## config.mk

```make
export PLATFORM = sky130hd
export DESIGN_NAME = fsab_arb
export DESIGN_NICKNAME = d
export VERILOG_FILES = /design/src/rtl/fsab_arb.sv
export SDC_FILE = /design/constraint.sdc
export NUM_CORES = 1
export LEC_CHECK = 0
export CAP_MARGIN = 30
export CORE_MARGIN = 1
export CORE_UTILIZATION = 50
export DETAILED_ROUTE_END_ITERATION = 16
export DONT_BUFFER_PORTS = 1
export GPL_TIMING_DRIVEN = 0
export HOLD_SLACK_MARGIN = 0.03
export MAX_ROUTING_LAYER = met4
export PLACE_DENSITY = 0.61
export SLEW_MARGIN = 10
export SYNTH_ARGS = -nofsm -noshare
export SYNTH_HDL_FRONTEND = slang
export SYNTH_SLANG_ARGS = --single-unit
```

## constraint.sdc

```tcl
create_clock -name clk -period 9.4 [get_ports clk]
set_clock_uncertainty 0.2 [all_clocks]
set_input_delay 1.41 -clock clk [delete_from_list [all_inputs] [get_ports clk]]
set_output_delay 1.41 -clock clk [all_outputs]
set_load 0.005 [all_outputs]
```

## src/rtl/fsab_arb.sv

```systemverilog
// fsab_arb: merges ICache and DCache FSAB request streams onto one credited downstream port.
// Define FSAB_ARB_DC_PRIO_EN for strict DCache priority; the default is round-robin.

`ifndef FSAB_READ
`define FSAB_READ 1'b0
`endif
`ifndef FSAB_WRITE
`define FSAB_WRITE 1'b1
`endif
`ifndef FSAB_DID_HI
`define FSAB_DID_HI 3
`endif
`ifndef FSAB_SUBDID_HI
`define FSAB_SUBDID_HI 3
`endif
`ifndef FSAB_ADDR_HI
`define FSAB_ADDR_HI 30
`endif
`ifndef FSAB_LEN_HI
`define FSAB_LEN_HI 2
`endif
`ifndef FSAB_DATA_HI
`define FSAB_DATA_HI 63
`endif
`ifndef FSAB_MASK_HI
`define FSAB_MASK_HI 7
`endif
`ifndef FSAB_INITIAL_CREDITS
`define FSAB_INITIAL_CREDITS 4
`endif

module fsab_arb_fifo #(
  parameter int unsigned DEPTH = 4,
  parameter int unsigned W     = 8
) (
  input  logic         clk,
  input  logic         rst,
  input  logic         i_push,
  input  logic [W-1:0] i_data,
  input  logic         i_pop,
  output logic [W-1:0] o_head,
  output logic         o_empty,
  output logic         o_ovf
);
  localparam int unsigned AW = $clog2(DEPTH);
  localparam int unsigned CW = $clog2(DEPTH + 1);

  logic [W-1:0]  r_mem [DEPTH];
  logic [AW-1:0] r_rd;
  logic [AW-1:0] r_wr;
  logic [CW-1:0] r_cnt;
  logic          w_full;
  logic          w_do_pop;
  logic          w_do_push;

  assign o_empty   = (r_cnt == '0);
  assign w_full    = (r_cnt == CW'(DEPTH));
  assign w_do_pop  = i_pop && !o_empty;
  // A full FIFO still accepts a push when the head leaves on the same edge.
  assign w_do_push = i_push && (!w_full || w_do_pop);
  assign o_head    = r_mem[r_rd];

  always_ff @(posedge clk) begin
    if (w_do_push) r_mem[r_wr] <= i_data;
  end

  always_ff @(posedge clk or posedge rst) begin
    if (rst) begin
      r_rd  <= '0;
      r_wr  <= '0;
      r_cnt <= '0;
      o_ovf <= 1'b0;
    end else begin
      if (w_do_push) r_wr <= r_wr + 1'b1;
      if (w_do_pop)  r_rd <= r_rd + 1'b1;
      case ({w_do_push, w_do_pop})
        2'b10:   r_cnt <= r_cnt + 1'b1;
        2'b01:   r_cnt <= r_cnt - 1'b1;
        default: ;
      endcase
      if (i_push && !w_do_push) o_ovf <= 1'b1;
    end
  end
endmodule

module fsab_arb #(
  parameter int unsigned FIFO_DEPTH   = 4,
  parameter int unsigned DOWN_CREDITS = `FSAB_INITIAL_CREDITS
) (
  input  logic                    clk,
  input  logic                    rst,
  input  logic                    ic_fsabo_valid,
  input  logic                    ic_fsabo_mode,
  input  logic [`FSAB_DID_HI:0]   ic_fsabo_did,
  input  logic [`FSAB_SUBDID_HI:0] ic_fsabo_subdid,
  input  logic [`FSAB_ADDR_HI:0]  ic_fsabo_addr,
  input  logic [`FSAB_LEN_HI:0]   ic_fsabo_len,
  input  logic [`FSAB_DATA_HI:0]  ic_fsabo_data,
  input  logic [`FSAB_MASK_HI:0]  ic_fsabo_mask,
  output logic                    ic_fsabo_credit,
  input  logic                    dc_fsabo_valid,
  input  logic                    dc_fsabo_mode,
  input  logic [`FSAB_DID_HI:0]   dc_fsabo_did,
  input  logic [`FSAB_SUBDID_HI:0] dc_fsabo_subdid,
  input  logic [`FSAB_ADDR_HI:0]  dc_fsabo_addr,
  input  logic [`FSAB_LEN_HI:0]   dc_fsabo_len,
  input  logic [`FSAB_DATA_HI:0]  dc_fsabo_data,
  input  logic [`FSAB_MASK_HI:0]  dc_fsabo_mask,
  output logic                    dc_fsabo_credit,
  output logic                    fsabo_valid,
  output logic                    fsabo_mode,
  output logic [`FSAB_DID_HI:0]   fsabo_did,
  output logic [`FSAB_SUBDID_HI:0] fsabo_subdid,
  output logic [`FSAB_ADDR_HI:0]  fsabo_addr,
  output logic [`FSAB_LEN_HI:0]   fsabo_len,
  output logic [`FSAB_DATA_HI:0]  fsabo_data,
  output logic [`FSAB_MASK_HI:0]  fsabo_mask,
  input  logic                    fsabo_credit,
  output logic [1:0]              ovf
);
  localparam int unsigned LEN_W = `FSAB_LEN_HI + 1;
  localparam int unsigned CRW   = $clog2(DOWN_CREDITS + 1);

  typedef struct packed {
    logic                     mode;
    logic [`FSAB_DID_HI:0]    did;
    logic [`FSAB_SUBDID_HI:0] subdid;
    logic [`FSAB_ADDR_HI:0]   addr;
    logic [`FSAB_LEN_HI:0]    len;
    logic [`FSAB_DATA_HI:0]   data;
    logic [`FSAB_MASK_HI:0]   mask;
  } beat_t;

  typedef enum logic {S_IDLE, S_BURST} state_t;

  state_t         r_state;
  logic           r_grant;
  logic [LEN_W-1:0] r_remain;
  logic [CRW-1:0] r_credits;

  beat_t w_ic_in;
  beat_t w_dc_in;
  beat_t w_ic_head;
  beat_t w_dc_head;
  beat_t w_head;
  logic  w_ic_empty;
  logic  w_dc_empty;
  logic  w_ic_ovf;
  logic  w_dc_ovf;
  logic  w_cred_ok;
  logic  w_pick_dc;
  logic  w_pop_ic;
  logic  w_pop_dc;
  logic  w_pop;
  logic  w_multi;

  assign w_ic_in = '{mode: ic_fsabo_mode, did: ic_fsabo_did, subdid: ic_fsabo_subdid,
                     addr: ic_fsabo_addr, len: ic_fsabo_len, data: ic_fsabo_data,
                     mask: ic_fsabo_mask};
  assign w_dc_in = '{mode: dc_fsabo_mode, did: dc_fsabo_did, subdid: dc_fsabo_subdid,
                     addr: dc_fsabo_addr, len: dc_fsabo_len, data: dc_fsabo_data,
                     mask: dc_fsabo_mask};

  fsab_arb_fifo #(.DEPTH(FIFO_DEPTH), .W($bits(beat_t))) u_ic_fifo (
    .clk     (clk),
    .rst     (rst),
    .i_push  (ic_fsabo_valid),
    .i_data  (w_ic_in),
    .i_pop   (w_pop_ic),
    .o_head  (w_ic_head),
    .o_empty (w_ic_empty),
    .o_ovf   (w_ic_ovf)
  );

  fsab_arb_fifo #(.DEPTH(FIFO_DEPTH), .W($bits(beat_t))) u_dc_fifo (
    .clk     (clk),
    .rst     (rst),
    .i_push  (dc_fsabo_valid),
    .i_data  (w_dc_in),
    .i_pop   (w_pop_dc),
    .o_head  (w_dc_head),
    .o_empty (w_dc_empty),
    .o_ovf   (w_dc_ovf)
  );

  assign ovf       = {w_dc_ovf, w_ic_ovf};
  assign w_cred_ok = (r_credits != '0);

  always_comb begin
    w_pick_dc = 1'b0;
    w_pop_ic  = 1'b0;
    w_pop_dc  = 1'b0;
`ifdef FSAB_ARB_DC_PRIO_EN
    w_pick_dc = !w_dc_empty;
`else
    // r_grant holds the last winner, so the other client wins a tie.
    if (!w_ic_empty && !w_dc_empty) w_pick_dc = !r_grant;
    else                            w_pick_dc = !w_dc_empty;
`endif
    if (w_cred_ok) begin
      if (r_state == S_IDLE) begin
        if (!w_ic_empty || !w_dc_empty) begin
          w_pop_dc = w_pick_dc;
          w_pop_ic = !w_pick_dc;
        end
      end else if (r_grant) begin
        w_pop_dc = !w_dc_empty;
      end else begin
        w_pop_ic = !w_ic_empty;
      end
    end
  end

  assign w_pop   = w_pop_ic || w_pop_dc;
  assign w_head  = w_pop_dc ? w_dc_head : w_ic_head;
  assign w_multi = (w_head.mode == `FSAB_WRITE) && (w_head.len > LEN_W'(1));

  always_ff @(posedge clk or posedge rst) begin
    if (rst) begin
      r_state         <= S_IDLE;
      r_grant         <= 1'b1;
      r_remain        <= '0;
      r_credits       <= CRW'(DOWN_CREDITS);
      fsabo_valid     <= 1'b0;
      fsabo_mode      <= '0;
      fsabo_did       <= '0;
      fsabo_subdid    <= '0;
      fsabo_addr      <= '0;
      fsabo_len       <= '0;
      fsabo_data      <= '0;
      fsabo_mask      <= '0;
      ic_fsabo_credit <= 1'b0;
      dc_fsabo_credit <= 1'b0;
    end else begin
      fsabo_valid     <= w_pop;
      ic_fsabo_credit <= w_pop_ic;
      dc_fsabo_credit <= w_pop_dc;
      if (w_pop) begin
        fsabo_mode   <= w_head.mode;
        fsabo_did    <= w_head.did;
        fsabo_subdid <= w_head.subdid;
        fsabo_addr   <= w_head.addr;
        fsabo_len    <= w_head.len;
        fsabo_data   <= w_head.data;
        fsabo_mask   <= w_head.mask;
      end

      case (r_state)
        S_IDLE: begin
          if (w_pop) begin
            r_grant <= w_pop_dc;
            if (w_multi) begin
              r_state  <= S_BURST;
              r_remain <= w_head.len - 1'b1;
            end
          end
        end
        S_BURST: begin
          if (w_pop) begin
            r_remain <= r_remain - 1'b1;
            if (r_remain == LEN_W'(1)) r_state <= S_IDLE;
          end
        end
        default: r_state <= S_IDLE;
      endcase

      case ({w_pop, fsabo_credit})
        2'b10:   r_credits <= r_credits - 1'b1;
        2'b01:   if (r_credits != CRW'(DOWN_CREDITS)) r_credits <= r_credits + 1'b1;
        default: ;
      endcase
    end
  end
endmodule

```

Figure 1. Congestion heat map (run 1).
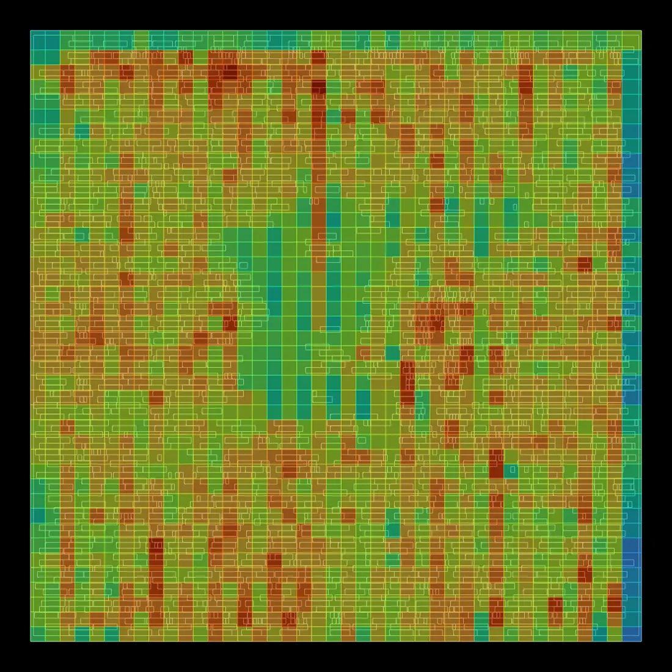
met2 usage: 37.5%
GRT busiest layer: met2
Routed wire per std cell: 28.3 um
GRT met3 Usage: 7.35%

Figure 2. M4 wires (run 1).
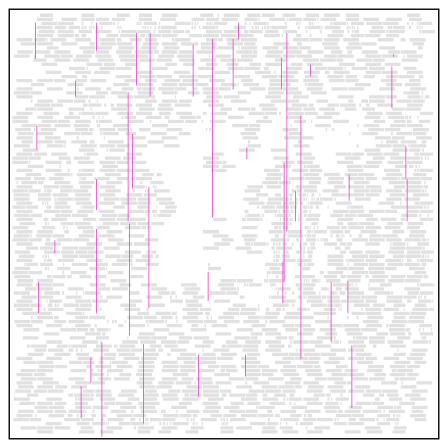
main direction	vertical
longest straight run	162 um
share of all routed wire	1.8%
wire length on this layer	1590 um
final wirelength: 88900 um
Vias: 18200

Figure 3. Pin placement (run 1).
Pins as bars across the die edge, other pins in grey.
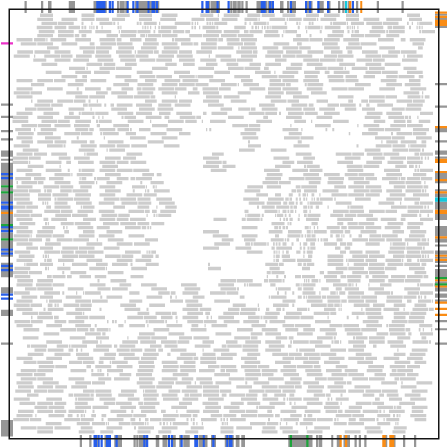
colour	port	pins	direction	edge
blue	fsabo_data	64	output	31 top, 20 bottom, 13 left
orange	fsabo_addr	31	output	21 right, 7 bottom, 2 top, 1 left
magenta	clk	1	input	left
green	fsabo_mask	8	output	4 left, 2 bottom, 2 right
cyan	fsabo_len	3	output	2 right, 1 top
Die Ht: 285 um
DIE WIDTH: 285 um
IO Port Bufs: 0

Figure 4. Clock distribution (run 1).
Scale bar: 100 um.
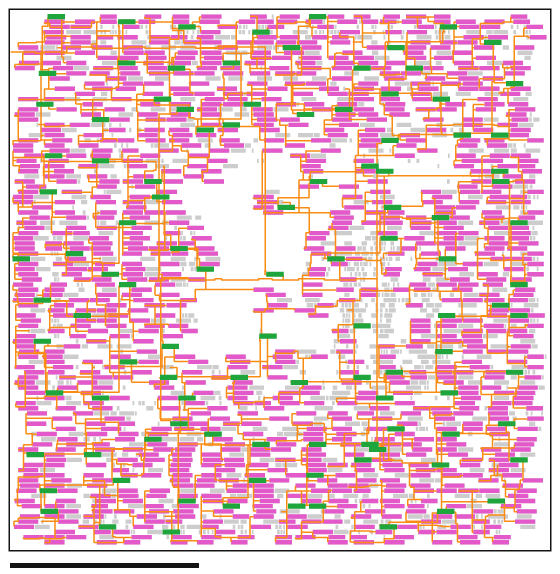
[orange] clock wires | length: 11700 um
[magenta] flip-flops | count: 1062
[green] clock drivers | count: 107
routed clock nets	108
flops lie	all over the die
power share of the clock group: 24.9%
Insertion Delay late pin: 0.66 ns
Clock net power: 4.01 mW

==> impl_metrics.toml, run 1 <==
# generated from flow reports
[pwr]
power_switching_mw = 5.22
power_frac_comb_pct = 32.2
seqPwrFrac_pct = 42.9

[synth]
synth_area_um2 = 40100
synthMuxAreaShare_pct = 15.9
synth.distinct_cells = 52
yosys_area_um2 = 40100
area_leaders = "edfxtp_1, mux4_2, dfrtp_1"
top_area_cell = "edfxtp_1"
synth-edff-count = 920
synthArstFlopShare_pct = 13.4
ys_seq_elements = 1062

[outcome]
outcome = "complete, no violations"

[cts]
cts_buffer_depth = 3
post_cts_resized = 0
postCtsHoldBufs = 0
clk_pin_slew_ns = 0.06

[layout]
num-multi-input-gates = 694
sh_comb_area_pct = 18.4
n_all_buffers = 112
clk_share_pct = 7.33
logic_area_um2 = 8340
sh_seq_area_pct = 69.0

[floorplanning]
io_pins = 355
fp.coreArea_um2 = 79100
die_area_um2 = 81200

[critical_path]
startpoint_type = "register"
cp_num_buf_inv = 3
cpPeakStageDelay_ns = 0.59
cp.depth = 12
crit_chain = "nor4b_1, o21ai_1, nand2_1, buf_2, buf_2, buf_4, nand2_1, fa_1, nor2_1, nand3_1, o21a_1, o21ai_0"
critPathArrivalTime_ns = 4.47
path_class = "reg2reg"

[timing]
max_freq_mhz = 244
worstMarginPinSlew_ns = 0.849
fin_tns_setup_ns = 0
grt_setup_unrepaired = "false"
post-route-period-util_pct = 43.6

[routing]
drt-pass1-iter-count = 5
ant_nets = 0

[grt]
track_usage_pct = 23.0
grt_max_degree = 102
grt_antenna_before_repair = 1

[run]
maxCapViolations = 0
[run 1: routing by layer]
| layer | global-route usage (%) | wire [um] | vias to the layer above |
|---|---|---|---|
| met5 | - | 0 | - |
| met4 | 5.70 | 1590 | 0 |
| met1 | 28.0 | 34700 | 9696 |
| li1 | - | - | 7888 |
| met2 | 37.5 | 44900 | 517 |
| met3 | 7.35 | 7660 | 103 |
[run 1: per-stage QoR]
stage / hold WS [ns] / util, % / instance area (um^2) / power, mW / setup slack, ns
after floorplan: 0.238 / - / 40100 / 10.5 / 3.98
after global placement: 0.265 / 52.3 / 41400 / 12.3 / 1.44
after detailed placement: 0.285 / 53.0 / 41900 / 12.3 / 5.29
after CTS: 0.300 / 57.1 / 45200 / 16.4 / 5.27
after global routing: 0.311 / 57.1 / 45200 / 16.9 / 5.15
final: 0.299 / 57.1 / 45200 / 16.1 / 5.30
[run 1: final timing paths]
path,startpoint,end,slack (ns)
max in group asynchronous,rst,fsabo_addr[11],7.71
hold / removal,u_dc_fifo.o_ovf,u_dc_fifo.o_ovf,0.30
min in group asynchronous,rst,fsabo_data[28],0.38
setup reg to reg,r_grant,r_credits[2],5.30
hold reg to reg,u_dc_fifo.o_ovf,u_dc_fifo.o_ovf,0.30
setup / recovery,r_grant,r_credits[2],5.30
[run 1: sequential cells by signal, indices dropped and copies added, names as in the netlist, 2 cells and up]
register         count
fsabo_data          64
fsabo_len            3
u_ic_fifo.r_wr       2
fsabo_subdid         4
u_ic_fifo.r_cnt      3
r_remain             3
u_dc_fifo.r_mem    460
fsabo_mask           8
u_dc_fifo.r_rd       2
u_ic_fifo.r_mem    460
fsabo_did            4
r_credits            3
u_ic_fifo.r_rd       2
fsabo_addr          31
u_dc_fifo.r_cnt      3
u_dc_fifo.r_wr       2
==> run 1 -> run 2 <==
- PLACE_DENSITY: 0.61 -> 0.64
- clock period: 9.4 -> 3.43 ns (I/O delays scaled with it)
Figure 5. M4 wires (run 2).
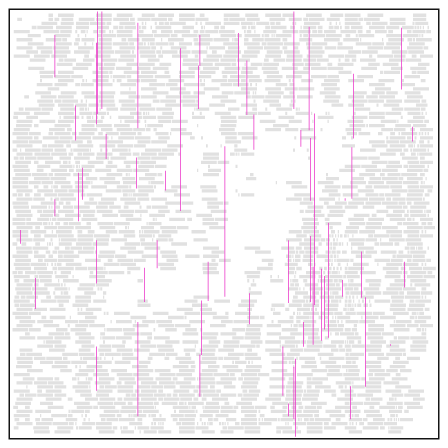
longest straight run	127 um
nets with wire on the layer	24
wire length on this layer	2090 um
share of all routed wire	2.3%
main direction	vertical
final wirelength: 93000 um
Vias: 19700

==> run 2 against run 1 <==
  * Clock-buffer cell count is 5 lower
  * Cell count increased by 8.6%
  * Combinational power grew to 2.8 times the previous value
  * Utilization up 3.6 points
  * Global-route usage is 1.0 points higher
  * Synthesized cell count is the same
  * Power increased to 2.8 times the previous value
  * Non-clock buffer count grew 242
  * Sequential cell count unchanged
  * Clock power rose to 2.9 times the previous value
  * Register-to-register slack got worse by 5.2 ns
  * Synthesized area unchanged
==> impl_metrics.toml, run 2 <==
# generated from flow reports
[floorplanning]
die_h_um = 285
fp.coreArea_um2 = 79100
die_x_um = 285
io_pins = 355

[routing]
routed-wl-met2_um = 47700
wirelength_met1_um = 37000
ant_nets = 0
wl_met3_um = 6200
highest_layer = "met4"
drt-pass1-iter-count = 5

[critical_path]
startpoint_type = "register"
crit_start = "u_dc_fifo.r_cnt[2]"
cpPeakStageDelay_ns = 0.52
cp.depth = 6
path_class = "reg2reg"
reg2reg_to = "u_ic_fifo.r_mem[3][81]"
reg2reg_slack_ns = 0.06
critPathArrivalTime_ns = 3.49
crit_chain = "or3_4, a2111oi_4, or4b_4, and3_4, buf_16, buf_16"
cp_num_buf_inv = 2

[synth]
synth-edff-count = 920
yosys_area_um2 = 40100
synthArstFlopShare_pct = 13.4
ys_seq_elements = 1062
synth.distinct_cells = 52
top_area_cell = "edfxtp_1"
synth_area_um2 = 40100

[outcome]
outcome = "complete, no violations"

[pwr]
power_frac_comb_pct = 32.4
power_switching_mw = 14.8
power_frac_clock_pct = 25.9
seqPwrFrac_pct = 41.8

[timing]
post-route-period-util_pct = 98.2
worstMarginPinSlew_ns = 0.842
max_freq_mhz = 297
grt_setup_unrepaired = "true"

[run]
maxCapViolations = 0

[grt]
busiest_layer = "met2"
grt_antenna_before_repair = 22

[cts]
cts_buffer_depth = 3
clkLatencyLatePin_ns = 0.67

[min_path]
min-delay-start = "fsabo_credit"
Figure 6. Congestion heat map (run 2).
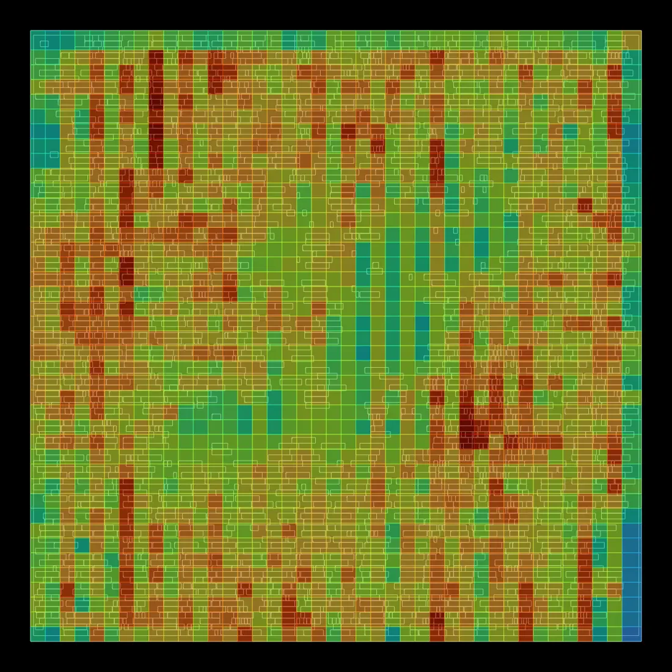
Layout Utilization: 60.8%
met1 Track Usage GR: 30.2%
Tot GR Track Use: 24.0%
GRT met3 Usage: 5.54%
met2 usage: 39.7%

[run 2: netlist changes by cell type in the layout (fill, tap and decap cells not counted), sizes merged]
cell / change
dlygate4sd3: +236
and3: +4
diode: +21
buf: +6
clkinvlp: +2
bufinv: +6
clkinv: +1
clkbuf: -5
[run 2: worst register-to-register path: cells and delay by family, from the launching register on]
family	cells	cell delay (ns)
AND/OR/NAND/NOR	3	1.24
buffers and inverters	2	0.61
AND-OR/OR-AND	1	0.47
flip-flops	1	0.45
[run 2: what timing repair did]
action                     4_1_cts  5_1_grt
hold buffers                   235        1
buffers inserted                 0        1
gates cloned                     4        0
setup endpoints to repair      161      149
pin swaps                        5        1
resized                          4        3
hold endpoints to repair      1012        2
[run 2: per-stage QoR]
| step | total power [mW] | instance area (um^2) |
|---|---|---|
| 2_1_floorplan | 28.7 | 40100 |
| 3_3_place_gp | 33.2 | 41400 |
| 3_5_place_dp | 33.8 | 42000 |
| 4_1_cts | 46.0 | 48000 |
| 5_1_grt | 47.7 | 48100 |
| 6_report | 45.5 | 48100 |
[run 2: layout make-up]
type	count	area, um^2	area share, %
well taps	1050	1310	2.73
inverters	24	96.3	0.200
flip-flops and latches	1062	31200	64.9
repair buffers	261	2960	6.15
diodes	21	52.6	0.109
clock buffers	142	2960	6.16
plain buffers	93	490	1.02
clock inverters	63	658	1.37
multi-input cells	698	8370	17.4
[run 2: cell families (layout without fill, tap and decap cells)]
group	after synthesis	in the layout	share of synthesized area, %
buf+inv	118	583	1.43
simple gates	163	167	1.81
flops	1062	1062	77.9
compound gates	153	153	2.15
xor+xnor	16	16	0.350
fa+ha+maj	15	15	0.525
mux	347	347	15.9
other cells	0	21	0
Power figures rest on the tool's default switching activity, not on a simulated workload.
